File: src/rtl/hilo_unit.sv
// hilo_unit -- HI/LO register owner for the pipeline CPU.
//
// Sequences one multiply. It takes the start pulse and counts the
// multiplier's iterations. It then commits the 64-bit product to HI/LO:
// MULTU overwrites the registers and MADDU accumulates into them. It also
// serves MFHI/MFLO reads and holds the pipeline while a multiply is in
// flight.
//
// Optional feature: define HILO_ACC_OVF_EN to get a sticky MADDU carry-out
// flag on acc_ovf. Without it, acc_ovf is tied low and no carry logic is built.
//
// Ports:
//   clk      in   1   clock, rising edge
//   reset    in   1   asynchronous, active-high reset
//   Signal   in   4   op code (MULTU/MADDU/MFHI/MFLO/OUT, others no-op)
//   start    in   1   first cycle of a MULTU/MADDU
//   product  in  64   multiplier output, sampled at the commit edge
//   hi, lo   out 32   architectural HI/LO registers
//   dataOut  out 32   MFHI/MFLO read data (0 otherwise)
//   busy     out  1   multiply in flight
//   stall    out  1   pipeline hold request
//   done     out  1   one-cycle pulse after a commit
//   acc_ovf  out  1   sticky MADDU carry-out
module hilo_unit #(
    parameter int CYCLES = 32,
    parameter int CNT_W  = 6
) (
    input  logic        clk,
    input  logic        reset,
    input  logic [3:0]  Signal,
    input  logic        start,
    input  logic [63:0] product,
    output logic [31:0] hi,
    output logic [31:0] lo,
    output logic [31:0] dataOut,
    output logic        busy,
    output logic        stall,
    output logic        done,
    output logic        acc_ovf
);
    localparam logic [3:0] OP_MULTU = 4'b1010;
    localparam logic [3:0] OP_MADDU = 4'b1011;
    localparam logic [3:0] OP_MFHI  = 4'b1100;
    localparam logic [3:0] OP_MFLO  = 4'b1101;
    localparam logic [CNT_W-1:0] CNT_LAST = CNT_W'(CYCLES);

    typedef enum logic {IDLE, RUN} state_t;

    state_t            state_q, state_d;
    logic [CNT_W-1:0]  cnt_q, cnt_d;
    logic              madd_q, madd_d;
    logic [63:0]       hilo_q, hilo_d;
    logic              done_q, done_d;
    logic              commit;
    logic              op_match;
    logic              is_mf;
    logic [63:0]       acc_sum;

`ifdef HILO_ACC_OVF_EN
    logic [64:0] sum65;
    logic        ovf_q;
    assign sum65   = {1'b0, hilo_q} + {1'b0, product};
    assign acc_sum = sum65[63:0];
`else
    assign acc_sum = hilo_q + product;
`endif

    // The op in flight must stay on Signal for every iteration; any other
    // code means the pipeline moved on and the multiply is abandoned.
    assign op_match = (Signal == (madd_q ? OP_MADDU : OP_MULTU));
    assign is_mf    = (Signal == OP_MFHI) || (Signal == OP_MFLO);

    always_comb begin
        state_d = state_q;
        cnt_d   = cnt_q;
        madd_d  = madd_q;
        hilo_d  = hilo_q;
        done_d  = 1'b0;
        commit  = 1'b0;
        case (state_q)
            IDLE: begin
                if (start && (Signal == OP_MULTU || Signal == OP_MADDU)) begin
                    state_d = RUN;
                    madd_d  = (Signal == OP_MADDU);
                    cnt_d   = {{(CNT_W-1){1'b0}}, 1'b1};
                end
            end
            RUN: begin
                if (!op_match) begin
                    state_d = IDLE;
                    cnt_d   = '0;
                end else if (cnt_q == CNT_LAST) begin
                    commit  = 1'b1;
                    state_d = IDLE;
                    cnt_d   = '0;
                    done_d  = 1'b1;
                    hilo_d  = madd_q ? acc_sum : product;
                end else begin
                    cnt_d = cnt_q + 1'b1;
                end
            end
            default: begin
                state_d = IDLE;
                cnt_d   = '0;
            end
        endcase
    end

    always_ff @(posedge clk or posedge reset) begin
        if (reset) begin
            state_q <= IDLE;
            cnt_q   <= '0;
            madd_q  <= 1'b0;
            hilo_q  <= '0;
            done_q  <= 1'b0;
        end else begin
            state_q <= state_d;
            cnt_q   <= cnt_d;
            madd_q  <= madd_d;
            hilo_q  <= hilo_d;
            done_q  <= done_d;
        end
    end

`ifdef HILO_ACC_OVF_EN
    // Sticky: set by a carrying MADDU, cleared only by a MULTU commit.
    always_ff @(posedge clk or posedge reset) begin
        if (reset)
            ovf_q <= 1'b0;
        else if (commit)
            ovf_q <= madd_q ? (ovf_q | sum65[64]) : 1'b0;
    end
    assign acc_ovf = ovf_q;
`else
    assign acc_ovf = 1'b0;
`endif

    assign hi      = hilo_q[63:32];
    assign lo      = hilo_q[31:0];
    assign busy    = (state_q == RUN);
    assign done    = done_q;
    // Reads see the registers as they stand; there is no product bypass.
    assign dataOut = (Signal == OP_MFHI) ? hilo_q[63:32] :
                     (Signal == OP_MFLO) ? hilo_q[31:0]  : 32'd0;
    assign stall   = busy & (is_mf | start | op_match);
endmodule

File: config.mk
export PLATFORM = sky130hd
export DESIGN_NAME = hilo_unit
export DESIGN_NICKNAME = d
export VERILOG_FILES = /design/src/rtl/hilo_unit.sv
export SDC_FILE = /design/constraint.sdc
export NUM_CORES = 1
export LEC_CHECK = 0
export CAP_MARGIN = 0
export CELL_PAD_IN_SITES_DETAIL_PLACEMENT = 1
export CELL_PAD_IN_SITES_GLOBAL_PLACEMENT = 2
export CORE_MARGIN = 4
export CORE_UTILIZATION = 32
export DETAILED_ROUTE_END_ITERATION = 8
export HOLD_SLACK_MARGIN = 0.08
export PLACE_DENSITY = 0.92
export SYNTH_ARGS = -nofsm -noshare
export SYNTH_HDL_FRONTEND = slang
export SYNTH_SLANG_ARGS = --single-unit
File: constraint.sdc
create_clock -name clk -period 4.58 [get_ports clk]
set_input_delay 0.687 -clock clk [delete_from_list [all_inputs] [get_ports clk]]
set_output_delay 0.687 -clock clk [all_outputs]
set_load 0.05 [all_outputs]
Figure 1. Power grid.
(3 px per µm) Pins as bars on the die edge.
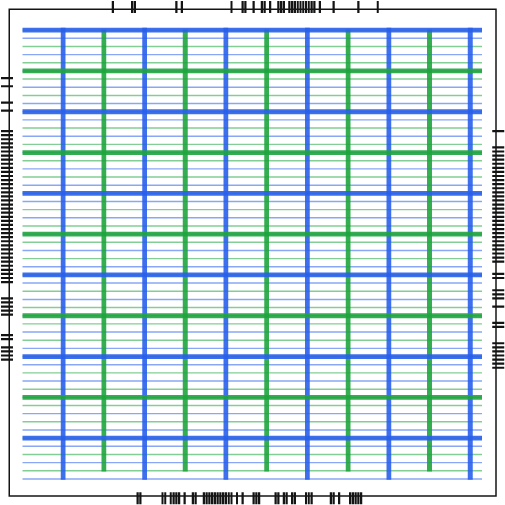
[green] VDD
[blue] VSS
met5 straps: 11
rows: 55
signal pins: 171
met4 straps: 11

Figure 2. A small window of the routed layout.
Window x 56 to 106, y 88 to 138 µm. Cells in grey, sequential cells in the stronger grey; small squares are vias.
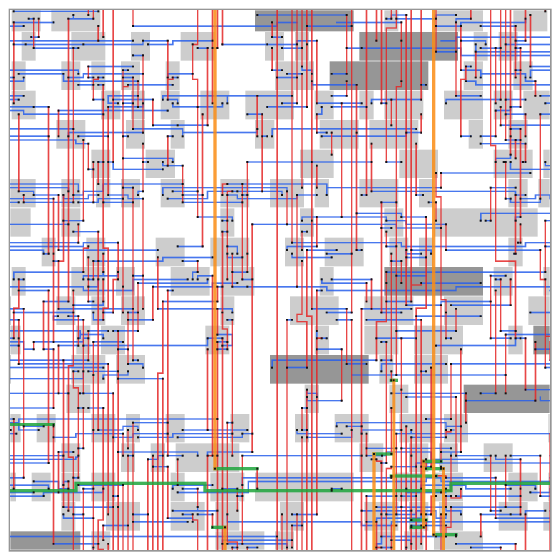
[blue] metal 1
[red] metal 2
[green] metal 3
[orange] metal 4
netlist names of flops here include: `hilo_q` (7)
most frequent: nor2_1 (16), a21oi_1 (16), nand2_1 (15)
sequential cells in the window: 7
cells with their middle in the window: 149

Figure 3. Placement view.
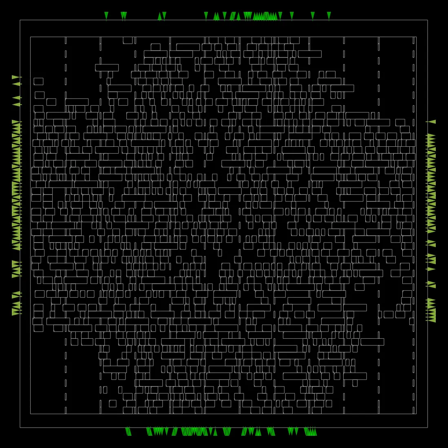
# Taps: 313
non-filler cells, final: 1395
flop share of the area: 18.8%

==> GITHUB_STEP_SUMMARY <==
### Flow metrics

| Metric | Value |
|---|---|
| Worst path arrival time | 3.94 ns |
| Critical path buffers and inverters | 1 |
| Die Span X | 162 µm |
| Ao+oa area frac | 25.0% |
| Ratio of cells with drive above 1 in the final layout | 6.01% |
| Placer Congestion | 0.977 |
| Fin area | 0.00972 mm² |
| CP max stage cell | a2111oi_0 |
| Count of tool warnings | 27 |
| Metal-1 WL | around 13 mm |
| Pleak | 0.00438 µW |
| Clock buffer cells | 9 |
| Worst Setup End Kind | register |
| Post-place instance area | 0.00940 mm² |
| First-pass DRT Iterations | 5 |
| Clock network area share | 3.29% |
| Critical Path RT | 4.82 ns |
| CTS max path bufs | 2 |
| Final core occ | 42.4% |
| Slew headroom | 30.8% |
| WL/cell | 20.0 µm |
| Clk_skew | 0.0101 ns |
| Clock Sinks | 73 |
| Worst setup margin | a little under 0.9 ns |
| MI comb cells | a little under 800 |
| # Max-Cap Violations | 0 |
| ANT nets after route | 0 |
| Ant. Diodes | 0 |
| Total CTS buffers | 9 |
| Crit-path cells | clkdlybuf4s50_1 -> ha_1 -> a21oi_1 -> o21ba_1 -> o21ai_0 -> a221o_1 -> a2111oi_0 -> o21ai_1 -> a221oi_1 -> nor4b_1 -> nand3b_1 |
| Run status | complete, no violations |
| Buffer share of cell area | 17.5% |
| Post-Synthesis Cells | 950 |
| Mux area share | 10.8% |
| Comb area share | a little under three fifths |
| Flip-flops | around 73 |
| Warnings, synthesis | 0 |
| Max FO, Critical Path | 7 |
| Gr usage total | 21.2% |
## final timing paths
| check | end | from | cells after the start | slack, ns |
|---|---|---|---|---|
| hold / removal | cnt_q[4] | cnt_q[4] | 1 | 0.52 |
| setup reg to reg | hilo_q[57] | hilo_q[40] | 10 | 1.23 |
| setup / recovery | hilo_q[57] | product[38] | 11 | 0.88 |
| max in group asynchronous | madd_q | reset | 2 | 2.92 |
| min in group asynchronous | hilo_q[63] | reset | 2 | 0.92 |
| hold reg to reg | cnt_q[4] | cnt_q[4] | 1 | 0.52 |
## cell usage in the layout (no fill, tap or decap), types with 3 or more instances in the layout
| master | count |
|---|---|
| clkdlybuf4s50_1 | 146 |
| nor3b_1 | 16 |
| ha_1 | 65 |
| nand2b_1 | 4 |
| clkbuf_16 | 9 |
| nor2_1 | 78 |
| o21bai_1 | 16 |
| nand3b_1 | 4 |
| a221oi_1 | 3 |
| o21ai_0 | 69 |
| a211oi_1 | 6 |
| xnor2_1 | 40 |
| o21a_1 | 7 |
| dfrtp_1 | 72 |
| mux2i_1 | 79 |
| o31ai_1 | 4 |
| a21oi_1 | 100 |
| and4_1 | 4 |
| xor2_1 | 17 |
| buf_4 | 29 |
| nor2b_1 | 5 |
| nor4_1 | 6 |
| nand3_1 | 16 |
| and2_1 | 6 |
| and3_1 | 5 |
| nand2_1 | 95 |
| inv_1 | 20 |
| nor3_1 | 14 |
| a21o_1 | 30 |
| nand4_1 | 21 |
| a211o_1 | 3 |
| a31oi_1 | 8 |
| o21ai_1 | 26 |
## where the power goes
| group | internal (µW) | total [µW] | switching (µW) |
|---|---|---|---|
| clock network | 478 | 804 | 326 |
| registers | 650 | 679 | 28.7 |
| logic | 178 | 385 | 207 |
## registers in the layout, summed over array words and instances (netlist names)
signal  flops
cnt_q       6
madd_q      1
busy        1
done        1
hilo_q     64
No activity file was given, so power comes from the tool's default toggle rates.
